[src/rtl/char_move_ctrl.sv]
// Overworld character movement controller: decodes WASD keycodes into a facing and
// runs the turn/walk sequence on frame ticks, feeding the frame drawer's motion inputs.
module char_move_ctrl #(
    parameter logic [3:0] OVERWORLD_STATE = 4'd1,
    parameter int         TURN_FRAMES     = 4,
    parameter int         WALK_ANIM_DIV   = 8,
    parameter int         RUN_ANIM_DIV    = 4
) (
    input  logic       Clk,
    input  logic       Reset,
    input  logic       frame_tick,
    input  logic [7:0] keycode,
    input  logic       run_held,
    input  logic [3:0] state_num,
    input  logic       atTile,
    output logic       charIsMoving,
    output logic       charIsRunning,
    output logic [1:0] direction,
    output logic [1:0] charMoveFrame
);

    localparam logic [3:0] TURN_N = 4'(TURN_FRAMES);
    localparam logic [3:0] WALK_N = 4'(WALK_ANIM_DIV);
    localparam logic [3:0] RUN_N  = 4'(RUN_ANIM_DIV);

    typedef enum logic [1:0] {S_IDLE, S_TURN, S_WALK} state_t;

    state_t     state;
    logic [3:0] turn_cnt;
    logic [3:0] anim_cnt;
    logic       moved;

    logic [1:0] key_dir;
    logic       key_dir_ok;
    logic       key_valid;
    logic       same_key;
    logic [3:0] anim_div;
    logic [3:0] anim_next;

    always_comb begin
        key_dir    = 2'd0;
        key_dir_ok = 1'b1;
        case (keycode)
            8'h1A:   key_dir = 2'd1;
            8'h16:   key_dir = 2'd0;
            8'h04:   key_dir = 2'd2;
            8'h07:   key_dir = 2'd3;
            default: key_dir_ok = 1'b0;
        endcase
    end

    assign key_valid = key_dir_ok && (state_num == OVERWORLD_STATE);
    assign same_key  = key_valid && (key_dir == direction);
    assign anim_div  = charIsRunning ? RUN_N : WALK_N;
    assign anim_next = anim_cnt + 4'd1;

    // A chained step can switch from the walk to the run divider mid-count, so the
    // divider compare uses >= to avoid running the counter past the smaller limit.
    always_ff @(posedge Clk or negedge Reset) begin
        if (!Reset) begin
            state         <= S_IDLE;
            turn_cnt      <= 4'd0;
            anim_cnt      <= 4'd0;
            moved         <= 1'b0;
            charIsMoving  <= 1'b0;
            charIsRunning <= 1'b0;
            direction     <= 2'd0;
            charMoveFrame <= 2'd0;
        end else if (frame_tick) begin
            case (state)
                S_IDLE: begin
                    charIsMoving  <= 1'b0;
                    charMoveFrame <= 2'd0;
                    if (key_valid) begin
                        if (key_dir != direction) begin
                            state     <= S_TURN;
                            direction <= key_dir;
                            turn_cnt  <= 4'd0;
                        end else begin
                            state         <= S_WALK;
                            charIsMoving  <= 1'b1;
                            charIsRunning <= run_held;
                            anim_cnt      <= 4'd0;
                            moved         <= 1'b0;
                        end
                    end
                end
                S_TURN: begin
                    turn_cnt <= turn_cnt + 4'd1;
                    if (turn_cnt + 4'd1 >= TURN_N) begin
                        state <= S_IDLE;
                    end
                end
                S_WALK: begin
                    moved <= 1'b1;
                    if (anim_next >= anim_div) begin
                        anim_cnt      <= 4'd0;
                        charMoveFrame <= charMoveFrame + 2'd1;
                    end else begin
                        anim_cnt <= anim_next;
                    end
                    // atTile is still high on the first tick of a step; only trust it once moved
                    if (moved && atTile) begin
                        if (same_key) begin
                            charIsRunning <= run_held;
                        end else begin
                            state         <= S_IDLE;
                            charIsMoving  <= 1'b0;
                            charIsRunning <= 1'b0;
                            charMoveFrame <= 2'd0;
                            anim_cnt      <= 4'd0;
                        end
                    end
                end
                default: state <= S_IDLE;
            endcase
        end
    end

endmodule

[config.mk]
export PLATFORM = sky130hd
export DESIGN_NAME = char_move_ctrl
export DESIGN_NICKNAME = d
export VERILOG_FILES = /design/src/rtl/char_move_ctrl.sv
export SDC_FILE = /design/constraint.sdc
export NUM_CORES = 1
export LEC_CHECK = 0
export CAP_MARGIN = 20
export CORE_MARGIN = 4
export CORE_UTILIZATION = 30
export DETAILED_ROUTE_END_ITERATION = 8
export PLACE_DENSITY_LB_ADDON = 0.3
export SYNTH_ARGS = -nofsm -noshare
export SYNTH_HDL_FRONTEND = slang
export SYNTH_SLANG_ARGS = --single-unit
[constraint.sdc]
create_clock -name Clk -period 2.4 [get_ports Clk]
set_input_delay 0.36 -clock Clk [delete_from_list [all_inputs] [get_ports Clk]]
set_output_delay 0.36 -clock Clk [all_outputs]
set_load 0.005 [all_outputs]
==> images/congestion_map.png <==
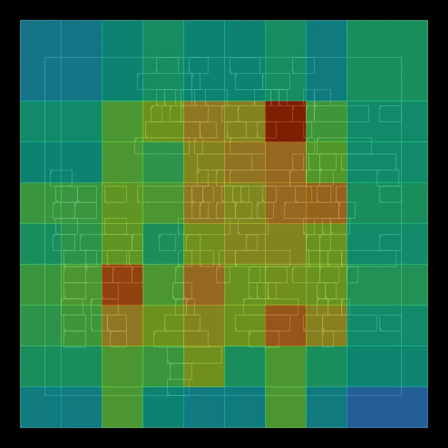
Most Crowded Layer GR: met2
per-cell routed wire length: 12.5 um
GR Util met2: 0.184
GRT met3 Usage: 0.0130
Post-Route Utilization: 0.427

==> images/util_map.png <==
(4 px per um) The die is cut into 7 by 7 equal tiles; white is low, dark blue is high, 0 to 100% covered.
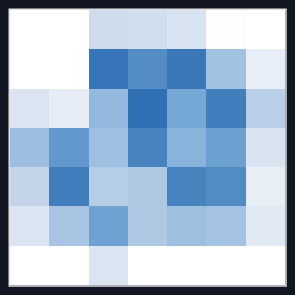
emptiest ninth of the die: north-west
nearly empty tiles: 25%
densest ninth of the die: center
FP Util: 0.322
Core Footprint: 0.00344 mm2

==> images/floorplan.png <==
(6 px per um) Pins as bars on the die edge.
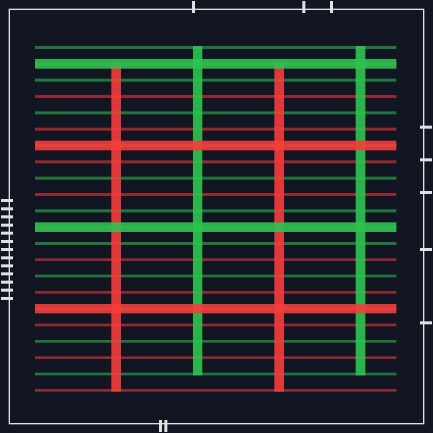
legend:
  green:
    net: VDD
  red:
    net: VSS
met5 straps: 4
signal pins: 23
rows: 21
DIE HEIGHT: 68.8 um
worst IR drop on VDD: 0.151 mV
Die X: 68.8 um

[per-stage QoR]
stage	hold WS, ps	power, mW	std cells
after floorplan	64.4	0.334	115
after global placement	491	0.381	187
after detailed placement	507	0.383	187
after CTS	525	0.609	191
after global routing	544	0.624	191
final	518	0.596	191
[cell type report]
type / count / area, um2 / share of cell area
well taps: 46 / 57.6 / 0.0391
repair buffers: 28 / 265 / 0.180
inverters: 5 / 18.8 / 0.0128
flip-flops and latches: 17 / 425 / 0.289
multi-input cells: 91 / 657 / 0.447
clock inverters: 1 / 5.00 / 0.00340
clock buffers: 3 / 41.3 / 0.0281
[sequential cells by signal (all words and copies together) (netlist names)]
name,flops
anim_cnt,4
charIsMoving,1
charIsRunning,1
turn_cnt,4
state,2
direction,2
moved,1
charMoveFrame,2
==> results.toml <==
# generated from flow reports
[status]
status = "completed"

[synthesis]
syn_area_per_cell_um2 = 9.65
edf_count = 0
top_logic_kind = "simple AND/OR/NAND/NOR gates"
synth_seq_share = 0.383
synthSimpleGateAreaFrac = 0.245
common_cells = "17 x dfrtp_1, 14 x nand2_1, 14 x o21ai_0, 6 x a21o_1, 6 x nand3_1"
syn_nets = 136
xor_area_frac = 0.0541
ff_type = "dfrtp_1"
synth.area.top_cells = "dfrtp_1 38%, o21ai_0 6.3%, nand2_1 4.7%, ha_1 4.5%, a21o_1 4.1%"
ys_sh_mux = 0.00902
top_area_frac = 0.383
aoi_share = 0.239
synth_warnings = 0
top_area_cell = "dfrtp_1"
synthCells = 115
ys.flops = 17

[job]
tool_warnings = 26
maxCapViolCount = 0

[layout]
antennaDiodeCount = 0
drive_above_1_share = 0.117
nFillCells = 354
lay_top_count = "clkdlybuf4s50_1"
layout_top_cells_excl_fill_tap = "22 x clkdlybuf4s50_1, 17 x dfrtp_1, 14 x nand2_1, 14 x o21ai_0"

[place]
dpl_cell_area_mm2 = 0.00142
hpwl_mm = 1.89
pre_cts_ws_ps = -83.2

[cts]
holdBufCountCts = 0
numClockSinks = 17
clk_pin_slew_ps = 70
cts_max_path_buffers = 2
cts-root-buf = "clkbuf_8"
cts_buffers = 3

[drt]
drt_iter0_markers = 39
drc = 0
wl_met1_mm = 1.09
drt_wl_total_mm = 2.39
viasPerCell = 5.06
top_layer = "met4"
vias = 967
drt_pass1_iterations = 4

[worst_hold_path]
whs_path_depth = 1
hold_path_end = "anim_cnt[0]"

[pwr]
clk-power_mw = 0.220
top_power_group = "registers"
intPower_mw = 0.451

[global_routing]
grtUsageMet1 = 0.149
grt_pass1_vias = 959
grt_pass1_wl_mm = 4.10
track_usage = 0.116

[sta]
drv_slew = 0
tns_ps = 0
grt_setup_unrepaired = "false"
period_needed_ps = 2170

[worst_setup_path]
worstSetupPathType = "input port to flip-flop"
crit_slowest_cell = "clkdlybuf4s50_1"
worst_path_dominant_cell_family = "AND-OR/OR-AND gates"
reg2reg_depth = 10
required_ps = 2590
startpoint = "keycode[4]"
r2r-end = "charMoveFrame[1]"
cp.depth = 8
r2r_slack_ps = 280
worstPathCellList = "clkdlybuf4s50_1 > and4bb_1 > o21ai_2 > xor2_2 > nand4b_4 > a2111oi_4 > nand2_1 > mux2i_1"
path_max_fanout = 4

[die]
rows = 21
Power and IR drop assume default switching activity.
